**config.mk**
```make
export PLATFORM = sky130hd
export DESIGN_NAME = alu_operand_sequencer_flat
export DESIGN_NICKNAME = d
export VERILOG_FILES = /design/src/rtl/alu_operand_sequencer_if.sv /design/src/rtl/alu_operand_sequencer.sv /design/src/flat_wrapper.sv
export SDC_FILE = /design/constraint.sdc
export NUM_CORES = 1
export LEC_CHECK = 0
export ABC_AREA = 1
export ABC_CLOCK_PERIOD_IN_PS = 1210
export CAP_MARGIN = 5
export CORE_AREA = 2 2 58 60
export DETAILED_ROUTE_END_ITERATION = 10
export DIE_AREA = 0 0 60 62
export HOLD_SLACK_MARGIN = 0.15
export PLACE_DENSITY = 0.76
export REMOVE_ABC_BUFFERS = 1
export SLEW_MARGIN = 15
export SYNTH_ARGS = -nofsm -noshare
export SYNTH_HDL_FRONTEND = slang
export SYNTH_SLANG_ARGS = --single-unit
```
**constraint.sdc**
```tcl
create_clock -name clk -period 1.21 [get_ports clk]
set_input_delay 0.363 -clock clk [delete_from_list [all_inputs] [get_ports clk]]
set_output_delay 0.363 -clock clk [all_outputs]
set_load 0.1 [all_outputs]
```
**src/rtl/alu_operand_sequencer_if.sv**
```systemverilog
// ALU-side bus of the operand sequencer: held operands/opcode out, combinational result and flags back.
interface alu_operand_sequencer_if;
   logic [3:0] A_out;
   logic [3:0] B_out;
   logic [1:0] OP_out;
   logic [7:0] R_in;
   logic       Z_in;
   logic       N_in;
   logic       C_in;
   logic       V_in;

   modport master (
      output A_out, B_out, OP_out,
      input  R_in, Z_in, N_in, C_in, V_in
   );

   modport slave (
      input  A_out, B_out, OP_out,
      output R_in, Z_in, N_in, C_in, V_in
   );
endinterface

```
**src/rtl/alu_operand_sequencer.sv**
```systemverilog
// Collects A, B, OP from a shared switch bus on button strobes, then captures the ALU result and flags.
// Optional button debounce filter enabled by defining ALU_SEQ_DEBOUNCE_EN.
module alu_operand_sequencer #(
   parameter int DEBOUNCE_CYCLES = 16
) (
   input  logic                    clk,
   input  logic                    rst_n,
   input  logic [3:0]              data_in,
   input  logic                    load_btn,
   input  logic                    clear,
   alu_operand_sequencer_if.master alu,
   output logic [7:0]              R_q,
   output logic [3:0]              flags_q,
   output logic                    valid,
   output logic [2:0]              stage
);

   typedef enum logic [2:0] {
      S_A    = 3'b000,
      S_B    = 3'b001,
      S_OP   = 3'b010,
      S_EXEC = 3'b011,
      S_SHOW = 3'b100
   } state_e;

   state_e     state_q, state_d;
   logic [3:0] a_q, a_d;
   logic [3:0] b_q, b_d;
   logic [1:0] op_q, op_d;
   logic [7:0] r_q, r_d;
   logic [3:0] flg_q, flg_d;
   logic       valid_q, valid_d;

   logic s1_q, s2_q, s3_q;
   logic btn_lvl;
   logic strobe;

   // Button synchronizer; the edge flop follows the (optionally filtered) level.
   always_ff @(posedge clk or negedge rst_n) begin
      if (!rst_n) begin
         s1_q <= 1'b0;
         s2_q <= 1'b0;
         s3_q <= 1'b0;
      end else begin
         // NOTE: non-blocking assignments make every flop sample pre-edge values, so the chain shifts one stage per clock.
         s1_q <= load_btn;
         s2_q <= s1_q;
         s3_q <= btn_lvl;
      end
   end

`ifdef ALU_SEQ_DEBOUNCE_EN
   localparam int CNT_W = $clog2(DEBOUNCE_CYCLES) + 1;

   logic             db_q;
   logic [CNT_W-1:0] cnt_q;

   // Level is accepted only after it differs from db for DEBOUNCE_CYCLES consecutive cycles.
   always_ff @(posedge clk or negedge rst_n) begin
      if (!rst_n) begin
         db_q  <= 1'b0;
         cnt_q <= '0;
      end else if (s2_q == db_q) begin
         cnt_q <= '0;
      end else if (cnt_q == CNT_W'(DEBOUNCE_CYCLES - 1)) begin
         db_q  <= s2_q;
         cnt_q <= '0;
      end else begin
         cnt_q <= cnt_q + 1'b1;
      end
   end

   assign btn_lvl = db_q;
`else
   logic unused_debounce;
   assign unused_debounce = ^DEBOUNCE_CYCLES;
   assign btn_lvl = s2_q;
`endif

   assign strobe = btn_lvl & ~s3_q;

   always_ff @(posedge clk or negedge rst_n) begin
      // NOTE: every register here has an async reset; there is no memory array, so nothing is left uninitialised.
      if (!rst_n) begin
         state_q <= S_A;
         a_q     <= '0;
         b_q     <= '0;
         op_q    <= '0;
         r_q     <= '0;
         flg_q   <= '0;
         valid_q <= 1'b0;
      end else begin
         state_q <= state_d;
         a_q     <= a_d;
         b_q     <= b_d;
         op_q    <= op_d;
         r_q     <= r_d;
         flg_q   <= flg_d;
         valid_q <= valid_d;
      end
   end

   always_comb begin
      // NOTE: hold-by-default assignments first, so no path through this block can infer a latch.
      state_d = state_q;
      a_d     = a_q;
      b_d     = b_q;
      op_d    = op_q;
      r_d     = r_q;
      flg_d   = flg_q;
      valid_d = valid_q;

      if (clear) begin
         state_d = S_A;
         a_d     = '0;
         b_d     = '0;
         op_d    = '0;
         r_d     = '0;
         flg_d   = '0;
         valid_d = 1'b0;
      end else begin
         case (state_q)
            S_A: if (strobe) begin
               a_d     = data_in;
               state_d = S_B;
            end
            S_B: if (strobe) begin
               b_d     = data_in;
               state_d = S_OP;
            end
            S_OP: if (strobe) begin
               op_d    = data_in[1:0];
               state_d = S_EXEC;
            end
            S_EXEC: begin
               r_d     = alu.R_in;
               flg_d   = {alu.Z_in, alu.N_in, alu.C_in, alu.V_in};
               valid_d = 1'b1;
               state_d = S_SHOW;
            end
            S_SHOW: if (strobe) begin
               // Result registers stay on display until the next capture.
               a_d     = data_in;
               valid_d = 1'b0;
               state_d = S_B;
            end
            default: state_d = S_A;
         endcase
      end
   end

   assign alu.A_out  = a_q;
   assign alu.B_out  = b_q;
   assign alu.OP_out = op_q;
   assign R_q        = r_q;
   assign flags_q    = flg_q;
   assign valid      = valid_q;
   assign stage      = state_q;

endmodule

```
**src/flat_wrapper.sv**
```systemverilog
// flat-port wrapper written by rule: the top's interface ports become plain ports
module alu_operand_sequencer_flat 
#(
   parameter int DEBOUNCE_CYCLES = 16
)
  (clk, rst_n, data_in, load_btn, clear, R_q, flags_q, valid, stage, alu_A_out, alu_B_out, alu_OP_out, alu_R_in, alu_Z_in, alu_N_in, alu_C_in, alu_V_in);
  alu_operand_sequencer_if alu_i ();
  input  logic clk;
  input  logic rst_n;
  input  logic [3:0] data_in;
  input  logic load_btn;
  input  logic clear;
  output logic [7:0] R_q;
  output logic [3:0] flags_q;
  output logic valid;
  output logic [2:0] stage;
  output wire logic [$bits(alu_i.A_out)-1:0] alu_A_out;
  output wire logic [$bits(alu_i.B_out)-1:0] alu_B_out;
  output wire logic [$bits(alu_i.OP_out)-1:0] alu_OP_out;
  input wire logic [$bits(alu_i.R_in)-1:0] alu_R_in;
  input wire logic [$bits(alu_i.Z_in)-1:0] alu_Z_in;
  input wire logic [$bits(alu_i.N_in)-1:0] alu_N_in;
  input wire logic [$bits(alu_i.C_in)-1:0] alu_C_in;
  input wire logic [$bits(alu_i.V_in)-1:0] alu_V_in;
  assign alu_A_out = alu_i.A_out;
  assign alu_B_out = alu_i.B_out;
  assign alu_OP_out = alu_i.OP_out;
  assign alu_i.R_in = alu_R_in;
  assign alu_i.Z_in = alu_Z_in;
  assign alu_i.N_in = alu_N_in;
  assign alu_i.C_in = alu_C_in;
  assign alu_i.V_in = alu_V_in;
  alu_operand_sequencer #(.DEBOUNCE_CYCLES(DEBOUNCE_CYCLES)) u_core (.clk(clk), .rst_n(rst_n), .data_in(data_in), .load_btn(load_btn), .clear(clear), .alu(alu_i), .R_q(R_q), .flags_q(flags_q), .valid(valid), .stage(stage));
endmodule
```
Fig. 1: cell classes on the final placement
Scale: 6 px per µm.
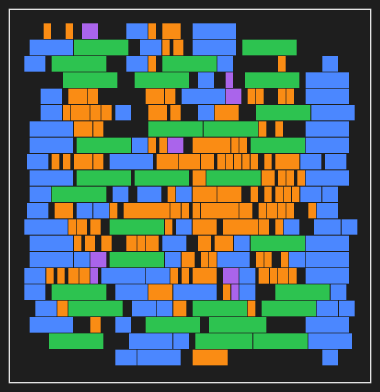
other buffers and delay cells: marked blue, cells 78, share of their area 41%. clock drivers and dummy loads: marked purple, cells 8, share of their area 2.0%. combinational and other logic: marked orange, cells 112, share of their area 27%. flops: marked green, cells 29, share of their area 30%.

Fig. 2: placed standard cells
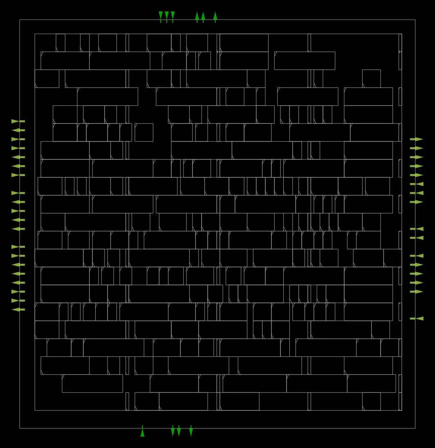
core area: 0.003179 mm²
Well Taps: 46

Fig. 3: the metal 1 layer
Scale: 8 px per µm. Supply wires on this layer in grey. Cells faint in the background.
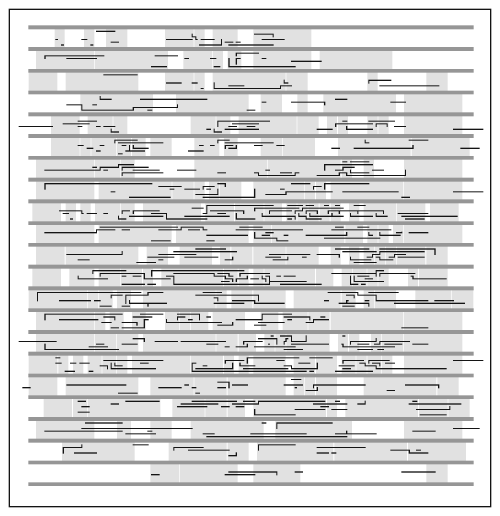
The longest straight run is 17.5 µm. The layer carries 1330 µm of wire. 212 nets have wire on it.

Fig. 4: port wiring
Scale: 4 px per µm.
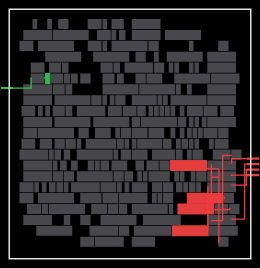
alu_A_out: marked red, direction output, edge east, end cells 4, wire 110 µm. alu_C_in: marked green, direction input, edge west, end cells 1, wire 8.00 µm.
I/O pins: 46
I/O Buffers: 45

==> flow_metrics.env <==
# physical design summary
export IMPL_use_met2_pct=36.96
export IMPL_syn_inst=146
export IMPL_routed_top_layer="met4"
export IMPL_drive_gt1_share_pct=42.29
export IMPL_largest_register_ffs=8
export IMPL_postSynthSeqShare_pct=55.66
export IMPL_path_buffers=2
export IMPL_hold_buffers=0
export IMPL_finalCritPeriodShare_pct=115.4
export IMPL_power_leader="registers"
export IMPL_drt_iter0_drc=37
export IMPL_fin_setup_tns_ns=-2.973
export IMPL_skew_ns=0.004851
export IMPL_logic_gate_count=86
export IMPL_nonClockBufferCount=78
export IMPL_grt_setup_unrepaired="true"
export IMPL_reg2reg_from="u_core.stage[1]$_DFFE_PN0P_"
export IMPL_status="finished with violations"
export IMPL_async_flop_share_pct=100.0
export IMPL_routed_wl_mm=3.552
export IMPL_hold_path_startpoint="u_core.s1_q$_DFF_PN0_"
export IMPL_cp_top_family="flip-flops"
export IMPL_setup_viol=41
export IMPL_syn_area_mm2=0.001304
export IMPL_p_sw_w=0.0007934
export IMPL_violations="setup timing"
export IMPL_power_density_mw_per_mm2=944.2
export IMPL_worst_slack_ns=-0.1862
export IMPL_clock_buffers=8
export IMPL_seq_share_pct=29.29
export IMPL_grtUsageMet1_pct=21.78
export IMPL_insertion_delay_ns=0.33
export IMPL_vias=1278
export IMPL_crit_path_start="u_core.stage[0]$_DFFE_PN0P_"
export IMPL_combGateArea_um2=533.0
export IMPL_route_met2_wl_mm=1.902
export IMPL_flop_area_um2=728.2
export IMPL_finalInstanceArea_mm2=0.002486
export IMPL_clk_share_pct=1.963
export IMPL_critPathKind="reg -> out"
export IMPL_relSlewSlack_pct=79.87
export IMPL_comb_power_share_pct=32.3
export IMPL_numCtsBuffers=5
